**Run 1: drive-strength map**

Drawn at 3 px/µm.
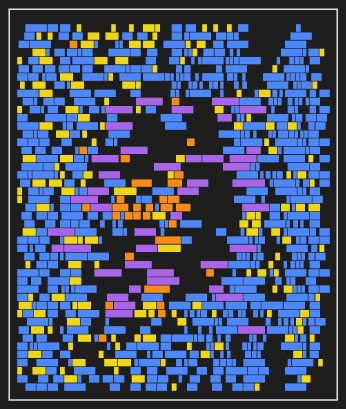
**Run 1: placed cells, one colour a class**

Drawn at 3 px/µm.
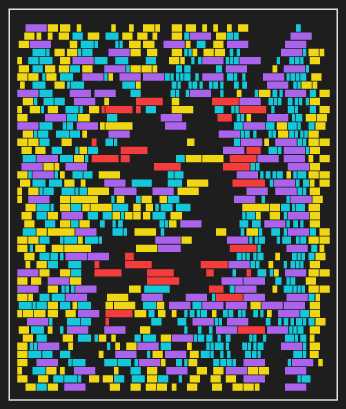
**Run 1: layout detail**

Region (15, 85) to (40, 110) µm. Cells in grey, sequential cells in the stronger grey; small squares are vias.
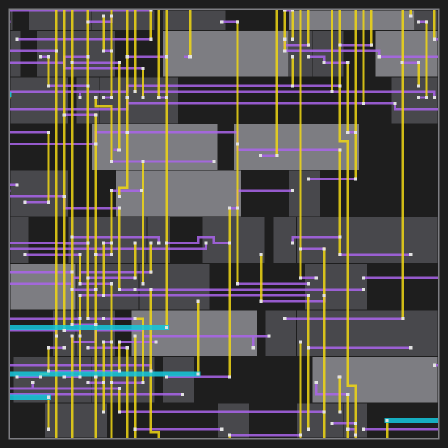
## config.mk

```make
export PLATFORM = sky130hd
export DESIGN_NAME = arbitro_mem_principal
export DESIGN_NICKNAME = d
export VERILOG_FILES = /design/src/rtl/arbitro_mem_principal.sv
export SDC_FILE = /design/constraint.sdc
export NUM_CORES = 1
export LEC_CHECK = 0
export CAP_MARGIN = 20
export CORE_ASPECT_RATIO = 1.2
export CORE_MARGIN = 2
export CORE_UTILIZATION = 37
export DETAILED_ROUTE_END_ITERATION = 8
export PLACE_DENSITY = 0.77
export SLEW_MARGIN = 0
export SYNTH_ARGS = -nofsm -noshare
export SYNTH_HDL_FRONTEND = slang
export SYNTH_SLANG_ARGS = --single-unit
export TNS_END_PERCENT = 5
```

## constraint.sdc

```tcl
create_clock -name CLK -period 1.2 [get_ports CLK]
set_input_delay 0.12 -clock CLK [delete_from_list [all_inputs] [get_ports CLK]]
set_output_delay 0.12 -clock CLK [all_outputs]
set_load 0.02 [all_outputs]
```

## src/rtl/arbitro_mem_principal.sv

```systemverilog
// Round-robin arbiter/sequencer sharing the main memory between instruction fetch (A)
// and load/store (B); each transaction runs OCIOSO -> ACESSO -> RESPOSTA.
`timescale 1ns/1ps
module arbitro_mem_principal #(
    parameter int unsigned LARG_END     = 8,
    parameter int unsigned LARG_DADO    = 32,
    parameter int unsigned PROFUNDIDADE = 8
) (
    input  logic                 CLK,
    input  logic                 RST,
    input  logic                 ReqA,
    input  logic                 EscritaA,
    input  logic [LARG_END-1:0]  EndA,
    input  logic [LARG_DADO-1:0] DadoEscritaA,
    input  logic                 ReqB,
    input  logic                 EscritaB,
    input  logic [LARG_END-1:0]  EndB,
    input  logic [LARG_DADO-1:0] DadoEscritaB,
    output logic                 AckA,
    output logic [LARG_DADO-1:0] DadoLidoA,
    output logic                 ErroA,
    output logic                 AckB,
    output logic [LARG_DADO-1:0] DadoLidoB,
    output logic                 ErroB,
    output logic                 Ocupado,
    output logic [LARG_END-1:0]  EndLeitura,
    output logic [LARG_END-1:0]  EndEscrita,
    output logic [LARG_DADO-1:0] DadoMemEscrita,
    output logic                 CTRLEscritaMem,
    input  logic [LARG_DADO-1:0] DadoMemoria
);

    // One extra bit so a depth equal to 2**LARG_END still compares correctly.
    localparam logic [LARG_END:0] PROF_LIM = (LARG_END + 1)'(PROFUNDIDADE);

    typedef enum logic [1:0] {
        OCIOSO   = 2'd0,
        ACESSO   = 2'd1,
        RESPOSTA = 2'd2
    } estado_t;

    estado_t                estado_q, estado_d;
    logic                   ultimo_b_q, ultimo_b_d;
    logic                   grant_b_q, grant_b_d;
    logic                   escrita_q, escrita_d;
    logic                   erro_q, erro_d;
    logic [LARG_END-1:0]    end_q, end_d;
    logic [LARG_DADO-1:0]   dado_esc_q, dado_esc_d;
    logic                   ack_a_q, ack_a_d;
    logic                   ack_b_q, ack_b_d;
    logic                   erro_a_q, erro_a_d;
    logic                   erro_b_q, erro_b_d;
    logic [LARG_DADO-1:0]   dado_lido_a_q, dado_lido_a_d;
    logic [LARG_DADO-1:0]   dado_lido_b_q, dado_lido_b_d;
    logic                   ocupado_q, ocupado_d;

    logic                   sel_b;
    logic [LARG_END-1:0]    end_sel;
    logic [LARG_DADO-1:0]   dado_lido_novo;

    // B wins when alone, or on a tie when A was the last one served.
    assign sel_b          = ReqB & (~ReqA | ~ultimo_b_q);
    assign end_sel        = sel_b ? EndB : EndA;
    assign dado_lido_novo = erro_q ? '0 : DadoMemoria;

    always_comb begin
        estado_d      = estado_q;
        ultimo_b_d    = ultimo_b_q;
        grant_b_d     = grant_b_q;
        escrita_d     = escrita_q;
        erro_d        = erro_q;
        end_d         = end_q;
        dado_esc_d    = dado_esc_q;
        ack_a_d       = 1'b0;
        ack_b_d       = 1'b0;
        erro_a_d      = 1'b0;
        erro_b_d      = 1'b0;
        dado_lido_a_d = dado_lido_a_q;
        dado_lido_b_d = dado_lido_b_q;

        case (estado_q)
            OCIOSO: begin
                if (ReqA | ReqB) begin
                    estado_d   = ACESSO;
                    grant_b_d  = sel_b;
                    ultimo_b_d = sel_b;
                    escrita_d  = sel_b ? EscritaB : EscritaA;
                    end_d      = end_sel;
                    dado_esc_d = sel_b ? DadoEscritaB : DadoEscritaA;
                    erro_d     = ({1'b0, end_sel} >= PROF_LIM);
                end
            end
            ACESSO: begin
                // Read data is sampled at the same edge as the write: pre-write contents.
                estado_d = RESPOSTA;
                if (grant_b_q) begin
                    ack_b_d       = 1'b1;
                    erro_b_d      = erro_q;
                    dado_lido_b_d = dado_lido_novo;
                end else begin
                    ack_a_d       = 1'b1;
                    erro_a_d      = erro_q;
                    dado_lido_a_d = dado_lido_novo;
                end
            end
            RESPOSTA: estado_d = OCIOSO;
            default:  estado_d = OCIOSO;
        endcase

        ocupado_d = (estado_d != OCIOSO);
    end

    always_ff @(posedge CLK) begin
        if (RST) begin
            estado_q      <= OCIOSO;
            ultimo_b_q    <= 1'b1;
            grant_b_q     <= 1'b0;
            escrita_q     <= 1'b0;
            erro_q        <= 1'b0;
            end_q         <= '0;
            dado_esc_q    <= '0;
            ack_a_q       <= 1'b0;
            ack_b_q       <= 1'b0;
            erro_a_q      <= 1'b0;
            erro_b_q      <= 1'b0;
            dado_lido_a_q <= '0;
            dado_lido_b_q <= '0;
            ocupado_q     <= 1'b0;
        end else begin
            estado_q      <= estado_d;
            ultimo_b_q    <= ultimo_b_d;
            grant_b_q     <= grant_b_d;
            escrita_q     <= escrita_d;
            erro_q        <= erro_d;
            end_q         <= end_d;
            dado_esc_q    <= dado_esc_d;
            ack_a_q       <= ack_a_d;
            ack_b_q       <= ack_b_d;
            erro_a_q      <= erro_a_d;
            erro_b_q      <= erro_b_d;
            dado_lido_a_q <= dado_lido_a_d;
            dado_lido_b_q <= dado_lido_b_d;
            ocupado_q     <= ocupado_d;
        end
    end

    // Write strobe is combinational so an asserted reset blocks the write in the same cycle.
    assign CTRLEscritaMem = (estado_q == ACESSO) & escrita_q & ~erro_q & ~RST;

    assign AckA           = ack_a_q;
    assign AckB           = ack_b_q;
    assign ErroA          = erro_a_q;
    assign ErroB          = erro_b_q;
    assign DadoLidoA      = dado_lido_a_q;
    assign DadoLidoB      = dado_lido_b_q;
    assign Ocupado        = ocupado_q;
    assign EndLeitura     = end_q;
    assign EndEscrita     = end_q;
    assign DadoMemEscrita = dado_esc_q;

endmodule
```

==> results_dict.tcl, run 1 <==
# collected from the flow reports
set metrics [dict create \
    cp-startpoint "estado_q[1]" \
    antenna_found_initial 0 \
    mux_share 0.0841 \
    top_cells_by_count "nand2_1 (131), dfxtp_1 (115), a21oi_1 (65), nor2_1 (51), mux2i_1 (41)" \
    cap_viol_max_count 0 \
    ys.flop_type "dfxtp_1" \
    cts_max_level 4 \
    syn_area_um2 4880 \
    cp_cell_sequence "nand2b_4 -> nor4b_4 -> buf_4" \
    drtAntennaViolNets 0 \
    violations "setup timing" \
    fp_util 0.382 \
    r2r_start "estado_q[1]" \
    reg2reg_depth 6 \
    drt-initial-drc-count 294 \
    xor_share 0 \
    grt_first_pass_wirelength_mm 22.6 \
    yosysChipArea_um2 4880 \
    vias 4753 \
    final-max-slew-violation-count 0 \
    hold_class "in -> reg" \
    chipArea_um2 14100 \
    cts-root-buf "clkbuf_16" \
    crit_slowest_cell "dfxtp_2" \
    fin_crit_ns 1.37 \
    cp.required_ns 1.08 \
    async_reset_ff_frac 0 \
    synthCells 547 \
    r2r-end "EndEscrita[0]" \
    die_y_um 130 \
    relSlewSlack 0.763 \
    floorplan.nets 665 \
    status "finished with violations" \
    grt_usage 0.205 \
    setup_violations 89 \
    reg2reg_setup_slack_ns -0.14 \
    wl_mm 15.5 \
    cpPeakStageDelay_ns 0.32 \
    tightest_slew_ns 0.355 \
    cts_tree "done" \
    fmax_mhz 733 \
    top_cell "nand2_1" \
    dr.pass1.iters 4 \
    ys_cells 547 \
    setup_ws_ns -0.165 \
    path_buffers 1 \
    gp_congestion 0.767 \
]
## Picture notes: 'drive-strength map'
purple -> x6 and larger  # cells 42, share 5.3%
orange -> x3 and x4  # cells 30, share 3.8%
blue -> x1 and smaller  # cells 573, share 72%
yellow -> x2  # cells 153, share 19%
Area Growth Syn to Fin: 65.5%
Final Cell Area: 8070 µm²

## Picture notes: 'placed cells, one colour a class'
purple -> registers  # cells 115
yellow -> remaining buffers and delay cells  # cells 271
red -> clock drivers and dummy loads  # cells 31
cyan -> remaining logic cells  # cells 381
core area: 12,800 µm²
fin util: 0.632
Row Count: 45

## Picture notes: 'layout detail'
purple -> M1
cyan -> M3
yellow -> M2
sequential cells in the window = 7
cells with their middle in the window = 35
netlist names of flops here include = `DadoMemEscrita` (4), `EndEscrita` (3)
most frequent = dfxtp_1 (7), nor2_1 (5), a211oi_2 (5)

==> run 1: worst max-delay path by stage <==
stage	to	depth (start not counted)
after CTS	CTRLEscritaMem	3
final	CTRLEscritaMem	3
after detailed placement	EndEscrita[0]	5
after global routing	CTRLEscritaMem	3
after global placement	erro_q	4
after floorplan	EndEscrita[7]	6
==> run 1: metal layers <==
| layer | GRT usage | share of wire | vias up |
|---|---|---|---|
| met4 | 0.0626 | 0.0060 | 0 |
| met5 | 0 | 0 | - |
| met3 | 0.0794 | 0.093 | 7 |
| met1 | 0.212 | 0.38 | 2227 |
| li1 | - | - | 2319 |
| met2 | 0.380 | 0.52 | 200 |
==> run 1: power breakdown <==
group / leakage [nW] / switching [mW] / internal, mW / total (mW)
Combinational: 1.93 / 1.32 / 1.20 / 2.52
Clock: 0.286 / 1.69 / 3.20 / 4.89
Sequential: 0.942 / 0.155 / 4.08 / 4.24
Total: 3.16 / 3.17 / 8.48 / 11.7
==> run 1: area by class of cell <==
| class | instances | area (µm²) | share of cell area |
|---|---|---|---|
| repair buffers | 271 | 2550 | 0.315 |
| multi-input cells | 380 | 2430 | 0.301 |
| flip-flops and latches | 115 | 2310 | 0.286 |
| clock buffers | 22 | 474 | 0.0588 |
| well taps | 164 | 205 | 0.0254 |
| clock inverters | 9 | 105 | 0.0130 |
| inverters | 1 | 3.75 | 0.000465 |
==> run 1: stage by stage <==
step	setup TNS (ns)	total power, mW	setup WS (ns)	cell area, µm²	instances
finish	-4.97	11.7	-0.165	8070	962
global route	-11.25	12.1	-0.235	8070	962
CTS	-5.82	11.7	-0.248	8100	955
detailed placement	-24.13	6.84	-0.441	7510	924
global placement	-18.89	6.78	-0.412	7510	924
floorplan	-0.00275	5.66	-0.00126	4910	547
==> run 1: flip-flops by register name (all words and copies together), names as in the netlist <==
name            cells
escrita_q           1
Ocupado             1
grant_b_q           1
erro_q              1
DadoLidoB          32
AckB                1
ErroB               1
ultimo_b_q          1
ErroA               1
estado_q            2
DadoLidoA          32
AckA                1
DadoMemEscrita     32
EndEscrita          8
==> run 1: layout by cell type, fill, tap and decap left out, drive strengths merged, types with 2 or more instances in the layout <==
cell type / n
nand2: 131
clkdlybuf4s50: 116
dfxtp: 115
clkbuf: 79
a21oi: 65
nor2: 52
clkdlybuf4s15: 49
buf: 46
mux2i: 41
a211oi: 41
nor2b: 33
clkinv: 6
o21ai: 3
dlygate4sd2: 3
nand2b: 3
bufinv: 2
o21a: 2
==> run 1: worst reg2reg max path: stages, from the launching register on <==
cell,delay (ns)
dfxtp_2,0.32
buf_4,0.15
nor2_4,0.14
o21a_4,0.24
buf_12,0.17
nor2_1,0.06
a211oi_2,0.19
==> run 1: cells by family (layout without fill, tap and decap cells) <==
kind of cell / after synthesis / after routing
AND-OR/OR-AND: 115 / 116
AND/OR/NAND/NOR: 223 / 223
flip-flops: 115 / 115
multiplexers: 41 / 41
buffers and inverters: 53 / 303
==> run 1: timing repair <==
action                                  CTS  global route
endpoints found under the setup margin  226           204
gates resized                           236           135
buffers inserted                          0             0
cloned                                    0             7
pin swaps                                 9            21
--- run 2 (diff from run 1) ---
Settings changed: CAP_MARGIN 20 to default, GPL_ROUTABILITY_DRIVEN from default to 1.
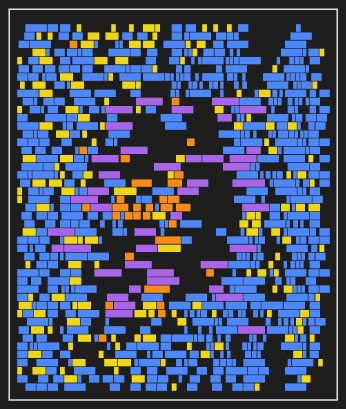
**Above:** run 2 (drive-strength map).
Drawn at 3 px/µm.
yellow -> x2  # cells 153, share 19%
purple -> x6 and larger  # cells 42, share 5.3%
blue -> x1 and smaller  # cells 573, share 72%
orange -> x3 and x4  # cells 30, share 3.8%
setup ws final: -0.165 ns
Signal buffers: 271

==> run 2 against run 1 <==
The run still ends with setup timing left. Combinational power barely moved. Sequential cell count did not move. Count of clock-buffer cells in the layout did not move. First-iteration DRC count unchanged. Clock skew did not move. Via count is the same. Area after synthesis stayed put. Sequential power about the same. Critical endpoint unchanged.
==> results_dict.tcl, run 2 <==
# collected from the flow reports
set metrics [dict create \
    status "finished with violations" \
    violations "setup timing" \
    ys_seq_share 0.472 \
    drtAntennaViolNets 0 \
    r2r_start "estado_q[1]" \
    grt-ovfl-total 0 \
    cts.reportedPaths.clkPinSlew_ns 0.05 \
    nFillCells 1081 \
    reg2reg_setup_slack_ns -0.14 \
    gp_congestion 0.767 \
    setup_ws_ns -0.165 \
    reg2reg_depth 6 \
    worstSetupEndpointType "output port" \
    synth-seq-cells 115 \
    floorplan.nets 665 \
    layout_top_cell "nand2_1" \
    top_cells_by_count "nand2_1 (131), dfxtp_1 (115), a21oi_1 (65), nor2_1 (51), mux2i_1 (41)" \
    min_to "DadoLidoB[24]" \
    dr.pass1.iters 4 \
    num_rows 45 \
    ys_cells 547 \
    top_cell "nand2_1" \
    cts_tree "done" \
    fin_crit_ns 1.37 \
    post-cts-setup-buffers 0 \
    numCtsBuffers 17 \
    syn_area_um2 4880 \
    io_buffers 235 \
    tightest_slew_ns 0.355 \
    syn_to_final_growth_pct 65.5 \
    layout_top_cells "nand2_1 (128), clkdlybuf4s50_1 (116), dfxtp_1 (112)" \
    final.period_utilization 1.14 \
    pre_cts_slack_ns -0.441 \
    die_y_um 130 \
    warnings 29 \
    chipArea_um2 14100 \
    dp_hpwl_mm 10.6 \
    fp_util 0.382 \
    fin_util 0.632 \
    cp.required_ns 1.08 \
    setup_violations 89 \
    grt_setup_unrepaired "yes" \
    die_width_um 109 \
    final.setup_skew_ns 0.0193 \
    drt-initial-drc-count 294 \
    topCellsByArea "dfxtp_1 (47%), nand2_1 (10%), a211oi_2 (10%), mux2i_1 (8.4%), a21oi_1 (6.7%)" \
    grt_usage 0.205 \
    yosysUniqueCellTypes 29 \
    synthCells 547 \
    hold_depth 4 \
    design.core.area_um2 12800 \
    drive_gt1_frac 0.282 \
    powerDensity_nw_per_um2 1440 \
    hold_class "in -> reg" \
    cap_viol_max_count 0 \
    fmax_mhz 733 \
    yosysChipArea_um2 4880 \
    nNetsFinal 904 \
    relSlewSlack 0.763 \
    critPathMaxFanout 2 \
    yosysTopAreaCell "dfxtp_1" \
    antenna_found_initial 0 \
    clock_latency_ns 0.40 \
    cts_max_level 4 \
    io-pin-count 236 \
    grt_first_pass_wirelength_mm 22.6 \
    r2r-end "EndEscrita[0]" \
    async_reset_ff_frac 0 \
    cts-root-buf "clkbuf_16" \
    ys.flop_type "dfxtp_1" \
    p_total_mw 11.7 \
    final-max-slew-violation-count 0 \
]
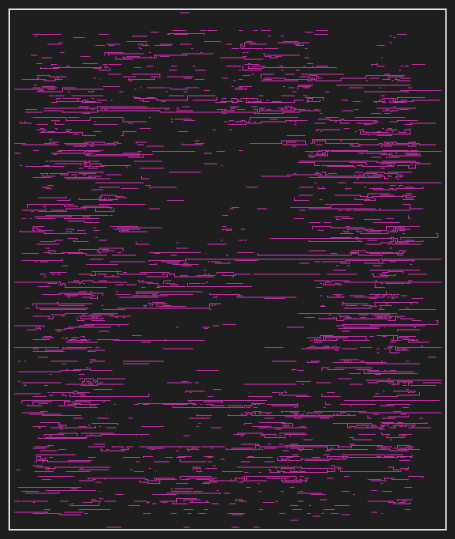
**Above:** run 2 (met1 routing).
Drawn at 4 px/µm.
main direction = horizontal
wire length on this layer = 5,950 µm
nets with wire on the layer = 760
longest straight run = 63.9 µm
share of all routed wire = 38%
grt met1 use: 0.212
total routed wirelength: 15.5 mm
Vias: 4,753

-- run 2: cell counts after synthesis --
No cell type changed its count.
-- run 2: metrics by stage --
stage / TNS, ns / instance area, µm² / std cells / hold slack [ns]
6_report: -4.97 / 8070 / 962 / 0.345
5_1_grt: -11.25 / 8070 / 962 / 0.358
4_1_cts: -5.82 / 8100 / 955 / 0.315
3_5_place_dp: -24.13 / 7510 / 924 / 0.448
3_3_place_gp: -18.89 / 7510 / 924 / 0.442
2_1_floorplan: -0.00275 / 4910 / 547 / 0.309
-- run 2: layout make-up --
cell class | instances | area (µm²) | share of cell area
repair buffers | 271 | 2550 | 0.315
multi-input cells | 380 | 2430 | 0.301
flip-flops and latches | 115 | 2310 | 0.286
clock buffers | 22 | 474 | 0.0588
well taps | 164 | 205 | 0.0254
clock inverters | 9 | 105 | 0.0130
inverters | 1 | 3.75 | 0.000465
-- run 2: cell families after synthesis --
| group | count (synthesis) | synth area share |
|---|---|---|
| flops | 115 | 0.472 |
| simple gates | 223 | 0.193 |
| mux | 41 | 0.0841 |
| compound gates | 115 | 0.184 |
| buf+inv | 53 | 0.0667 |
-- run 2: how the worst max path moves through the flow --
| stage | startpoint | end | cells after the start |
|---|---|---|---|
| floorplan | estado_q[1] | EndEscrita[7] | 6 |
| global route | estado_q[1] | CTRLEscritaMem | 3 |
| detailed placement | ReqA | EndEscrita[0] | 5 |
| CTS | estado_q[1] | CTRLEscritaMem | 3 |
| global placement | EndA[4] | erro_q | 4 |
| finish | estado_q[1] | CTRLEscritaMem | 3 |
-- run 2: report_power, final --
part / total [mW] / internal (mW) / leakage, nW / switching [mW]
registers: 4.24 / 4.08 / 0.942 / 0.155
logic: 2.52 / 1.20 / 1.93 / 1.32
clock network: 4.89 / 3.20 / 0.286 / 1.69
-- run 2: routing by layer --
layer / up-vias / part of all wire / GRT usage
met5: - / 0 / 0
met4: 0 / 0.0060 / 0.0626
met3: 7 / 0.093 / 0.0794
met2: 200 / 0.52 / 0.380
met1: 2227 / 0.38 / 0.212
li1: 2319 / - / -
-- run 2: timing repair --
action	in CTS	in global routing
pin swaps	9	21
gates resized	236	135
endpoints found under the setup margin	226	204
gates cloned	0	7
-- run 2: worst max-delay path, stage by stage, from the launching register on --
cell and delay (ns):
dfxtp_2 0.32, nand2b_4 0.15, nor4b_4 0.20, buf_4 0.18
Power figures rest on the tool's default switching activity, not on a simulated workload.
